File: src/rtl/flex_stp_word_sr.sv
// ---------------------------------------------------------------------------
// flex_stp_word_sr
//
// Serial-to-parallel shift register with word framing for the USB RX
// datapath. Sits between the bit decoder/destuffer and the RX control
// FSM/FIFO. One serial bit is taken per strobed cycle; a stuffed bit can be
// discarded with skip. After NUM_BITS accepted bits the completed word is
// captured into a holding register and offered through a valid/ack
// handshake. A sticky overrun flag records a word overwriting an unconsumed
// one.
//
// Parameters:
//   NUM_BITS   : word width, 2..32
//   SHIFT_MSB  : 1 = bits enter at bit 0 and move toward the MSB
//                0 = bits enter at bit NUM_BITS-1 and move toward the LSB
//                    (USB order, first bit ends up as the LSB)
//   RESET_ONES : 1 = shift register idles at all ones, 0 = all zeros
//
// Ports:
//   clk           in   rising-edge clock
//   n_rst         in   asynchronous active-low reset
//   clear         in   synchronous clear of framing state, highest priority
//   shift_enable  in   serial_in is valid this cycle
//   skip          in   with shift_enable: drop this bit, no shift, no count
//   serial_in     in   serial data bit
//   word_ack      in   consumer has taken word_out
//   parallel_out  out  live shift register contents
//   bit_count     out  bits accepted in the current word, 0..NUM_BITS-1
//   word_out      out  last completed word
//   word_valid    out  word_out holds an unconsumed word
//   overrun       out  sticky: a completed word replaced an unconsumed one
// ---------------------------------------------------------------------------
module flex_stp_word_sr #(
    parameter int NUM_BITS   = 8,
    parameter int SHIFT_MSB  = 0,
    parameter int RESET_ONES = 1
) (
    input  logic                              clk,
    input  logic                              n_rst,
    input  logic                              clear,
    input  logic                              shift_enable,
    input  logic                              skip,
    input  logic                              serial_in,
    input  logic                              word_ack,
    output logic [NUM_BITS-1:0]               parallel_out,
    output logic [$clog2(NUM_BITS+1)-1:0]     bit_count,
    output logic [NUM_BITS-1:0]               word_out,
    output logic                              word_valid,
    output logic                              overrun
);

    localparam int CNT_W = $clog2(NUM_BITS + 1);

    localparam logic [NUM_BITS-1:0] SR_RESET  = (RESET_ONES != 0) ? '1 : '0;
    localparam logic [CNT_W-1:0]    LAST_BIT  = CNT_W'(NUM_BITS - 1);

    logic                 accept;
    logic                 last_bit;
    logic                 complete;
    logic [NUM_BITS-1:0]  shifted;

    logic [NUM_BITS-1:0]  parallel_next;
    logic [CNT_W-1:0]     count_next;
    logic [NUM_BITS-1:0]  word_next;
    logic                 valid_next;
    logic                 overrun_next;

    // Post-shift value of the register; direction fixed at elaboration.
    generate
        if (SHIFT_MSB != 0) begin : g_shift_msb
            assign shifted = {parallel_out[NUM_BITS-2:0], serial_in};
        end else begin : g_shift_lsb
            assign shifted = {serial_in, parallel_out[NUM_BITS-1:1]};
        end
    endgenerate

    // A bit counts only when strobed, not stuffed, and not being cleared.
    // The word completes on the same edge that accepts its final bit, so
    // word_out is loaded from the post-shift value including that bit.
    assign accept   = shift_enable & ~skip & ~clear;
    assign last_bit = (bit_count == LAST_BIT);
    assign complete = accept & last_bit;

    // Next-state logic. Clear dominates everything but leaves word_out
    // alone so a consumer can still read the last good word. On a
    // completion the valid flag stays set regardless of word_ack; an ack in
    // the same cycle simply means the old word was consumed, so only a
    // completion without ack over a pending word raises overrun.
    always_comb begin
        parallel_next = parallel_out;
        count_next    = bit_count;
        word_next     = word_out;
        valid_next    = word_valid;
        overrun_next  = overrun;

        if (clear) begin
            parallel_next = SR_RESET;
            count_next    = '0;
            valid_next    = 1'b0;
            overrun_next  = 1'b0;
        end else begin
            if (accept) begin
                parallel_next = shifted;
                count_next    = last_bit ? '0 : bit_count + 1'b1;
            end

            if (complete) begin
                word_next  = shifted;
                valid_next = 1'b1;
                if (word_valid && !word_ack) begin
                    overrun_next = 1'b1;
                end
            end else if (word_ack && word_valid) begin
                valid_next = 1'b0;
            end
        end
    end

    // State register; every output comes straight from here.
    always_ff @(posedge clk or negedge n_rst) begin
        if (!n_rst) begin
            parallel_out <= SR_RESET;
            bit_count    <= '0;
            word_out     <= '0;
            word_valid   <= 1'b0;
            overrun      <= 1'b0;
        end else begin
            parallel_out <= parallel_next;
            bit_count    <= count_next;
            word_out     <= word_next;
            word_valid   <= valid_next;
            overrun      <= overrun_next;
        end
    end

endmodule

File: config.mk
export PLATFORM = sky130hd
export DESIGN_NAME = flex_stp_word_sr
export DESIGN_NICKNAME = d
export VERILOG_FILES = /design/src/rtl/flex_stp_word_sr.sv
export SDC_FILE = /design/constraint.sdc
export NUM_CORES = 1
export LEC_CHECK = 0
export CELL_PAD_IN_SITES_DETAIL_PLACEMENT = 1
export CELL_PAD_IN_SITES_GLOBAL_PLACEMENT = 1
export CORE_AREA = 2 2 56 58
export CTS_BUF_LIST = sky130_fd_sc_hd__clkbuf_4
export CTS_CLUSTER_DIAMETER = 30
export DETAILED_ROUTE_END_ITERATION = 6
export DIE_AREA = 0 0 58 60
export HOLD_SLACK_MARGIN = 0.15
export PLACE_DENSITY = 0.74
export SLEW_MARGIN = 20
export SYNTH_ARGS = -nofsm -noshare
export SYNTH_HDL_FRONTEND = slang
export SYNTH_SLANG_ARGS = --single-unit
File: constraint.sdc
create_clock -name clk -period 4.6 [get_ports clk]
set_clock_uncertainty 0.15 [all_clocks]
set_input_delay 0.92 -clock clk [delete_from_list [all_inputs] [get_ports clk]]
set_output_delay 0.92 -clock clk [all_outputs]
set_load 0.03 [all_outputs]
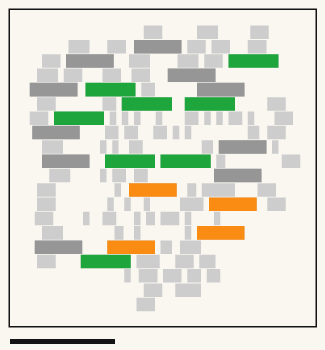
*Register map, names as in the netlist*
Scale bar: 20 um. Other sequential cells in the stronger gray, the rest of the logic in the fainter gray.
orange -> bit_count  # sequential cells 4
green -> parallel_out  # sequential cells 8
not colored = 10

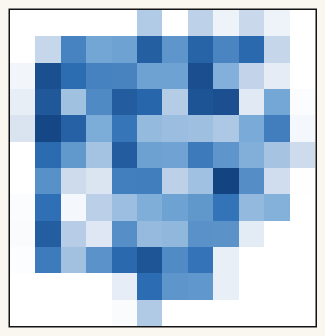
*Placement density heat map*
The die is cut into 12 by 12 equal tiles; white is low, dark blue is high, 0 to 100% covered.
nearly empty tiles = 26%
emptiest ninth of the die = south-east
mean over tiles = 36%
fullest tile = 93%
tiles over 75% full = 14%

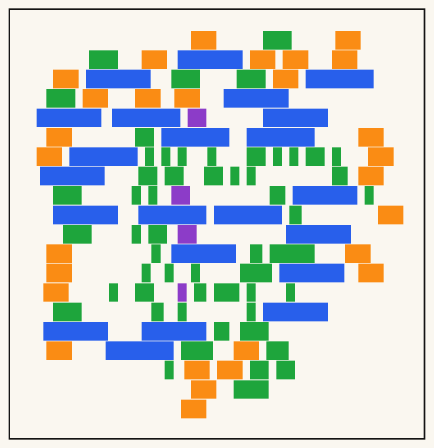
*Cells colored by class*
blue -> flip-flops  # cells 22
purple -> clock drivers and dummy loads  # cells 4
orange -> other buffers and delay cells  # cells 28
green -> all other logic  # cells 55

==> run_results.csv <==
group,metric,value,unit
run,drv_cap,0,
grt,grt_pass1_vias,700,
final_timing,finalSetupTns,0,ns
yosys,ys_chip_area,953.4,um2
routing,wl_per_cell,13.79,um
grt,grt_pass1_wl,3284,um
layout,num-clock-buffers,3,
cts,cts.sinks,22,
final_timing,final.setup.worst_slack,1.981,ns
yosys,synth.net_count,88,
floorplanning,core_area,2903,um2
layout,lay_top_cells,"28 x clkdlybuf4s50_1, 19 x nand2_1, 14 x dfrtp_1, 9 x nand3b_1, 9 x mux2_2",
layout,comb_area,369.1,um2
placement,hpwlAfterDp,1402,um
yosys,synth.distinct_cells,23,
worst_setup_path,crit_start,"parallel_out[5]",
floorplanning,fp-utilization,32.84,%
placement,gp_congestion,0.7011,
layout,drive_gt1_share,21.10,%
worst_setup_path,crit_cells,1,
layout,flops,22,
cts,cts_buffers,3,
yosys,ys_cells,80,
grt,met2_usage,19.32,%
status,status,"completed",
floorplanning,nWellTaps,33,
yosys,ys_sh_mux,10.63,%
final_timing,fin_hold_ws,0.3579,ns
grt,grt.overflow.total,0,
layout,final_util,44.27,%
power,cellPowerDensity,264.1,nW/um2
routing,avgViaCountPerCell,4.873,
layout,finalNonFillerCells,142,
layout,nMultiInputCombCells,53,
worst_setup_path,crit_path_max_fanout,4,
layout,n_all_inverters,2,
layout,largest_cell_class,"registers",
layout,flop_area,560.5,um2
routing,vias,692,
yosys,simple_gate_area_share,22.57,%
final_timing,hold_viol_final,0,
final_timing,period_needed,2.619,ns
floorplanning,chipArea,3480,um2
worst_setup_path,endpoint,"parallel_out[5]",
layout,buf_share,21.81,%
worst_setup_path,crit_path_end_kind,"output pin",
yosys,synthAoiAreaFrac,3.281,%
floorplanning,ios,29,
power,power.total,0.3394,mW
final_timing,finalSetupViolCount,0,
final_timing,timing.slew.headroom,35.60,%
worst_hold_path,min_to,"parallel_out[0]",
worst_setup_path,critPathTopFamily,"buffers and inverters",
layout,layout_top_cell,"clkdlybuf4s50_1",
routing,ant_nets,0,
placement,place_inst,138,
cts,htreeDepth,1,
placement,dp_worst_setup_slack,1.880,ns
worst_setup_path,cp_slowest_cell,"clkdlybuf4s50_1",
routing,wl_met2,971,um
worst_setup_path,r2r-end,"word_out[0]",
yosys,top_logic_kind,"simple AND/OR/NAND/NOR gates",
cts,root_buffer,"clkbuf_4",
grt,grt_max_degree,23,
worst_setup_path,r2r-start,"bit_count[0]",
grt,antenna_found_initial,0,
worst_setup_path,critPathArrivalTime,1.55,ns
final_timing,tightest_slew,0.9631,ns
worst_hold_path,hp-class,"reg -> reg",
layout,nFillCells,318,
yosys,synth-adder-area-share,1.312,%
grt,met1_usage,16.67,%
power,irDropWorstVdd,0.1637,mV
routing,drc,0,
final_timing,report.final.slew_viol_count,0,
grt,met3_usage,2.814,%
final_timing,grt_setup_unrepaired,"false",
layout,comb-cell-share,28.72,%
power,p_leak,0.5709,nW
cts,clockBufferDepth,2,
routing,wirelength,1958,um
placement,portBuffers,28,
worst_setup_path,cp.required,3.53,ns
yosys,yosys-top-cells-area,"dfrtp_1 37%, dfstp_2 22%, mux2_2 11%",
layout,buffers,28,
yosys,synth.cell_area,953.4,um2
cts,hold_buffers,0,
cts,post_cts_resized,0,
layout,seq_share,43.62,%
worst_setup_path,cp_num_buf_inv,1,
layout,num-nets-final,118,
yosys,top_area_cell,"dfrtp_1",
routing,met3_length,93,um
cts,path_clk_slew,0.12,ns
placement,placed_area,1259,um2
==> power breakdown <==
group	switching (mW)	internal, mW	leakage [nW]
Clock	0.0538	0.0315	0.0154
Sequential	0.00520	0.202	0.279
Combinational	0.0269	0.0199	0.276
Total	0.0859	0.253	0.571
==> state kept, by name, indices dropped and copies added (netlist names) <==
register      flops
bit_count         4
word_valid        1
overrun           1
parallel_out      8
word_out          8
==> synth_stat cells (all sizes together) <==
cell,n
a21oi,2
a311o,1
buf,2
clkbuf,1
dfrtp,14
dfstp,8
ha,1
inv,2
mux2,9
nand2,19
nand2b,1
nand3,1
nand3b,9
nand4,1
nor2,2
nor2b,1
nor3,1
nor3b,1
o21ai,1
o22ai,1
or2b,1
xor2,1
Power is estimated from default activity; no workload was simulated.
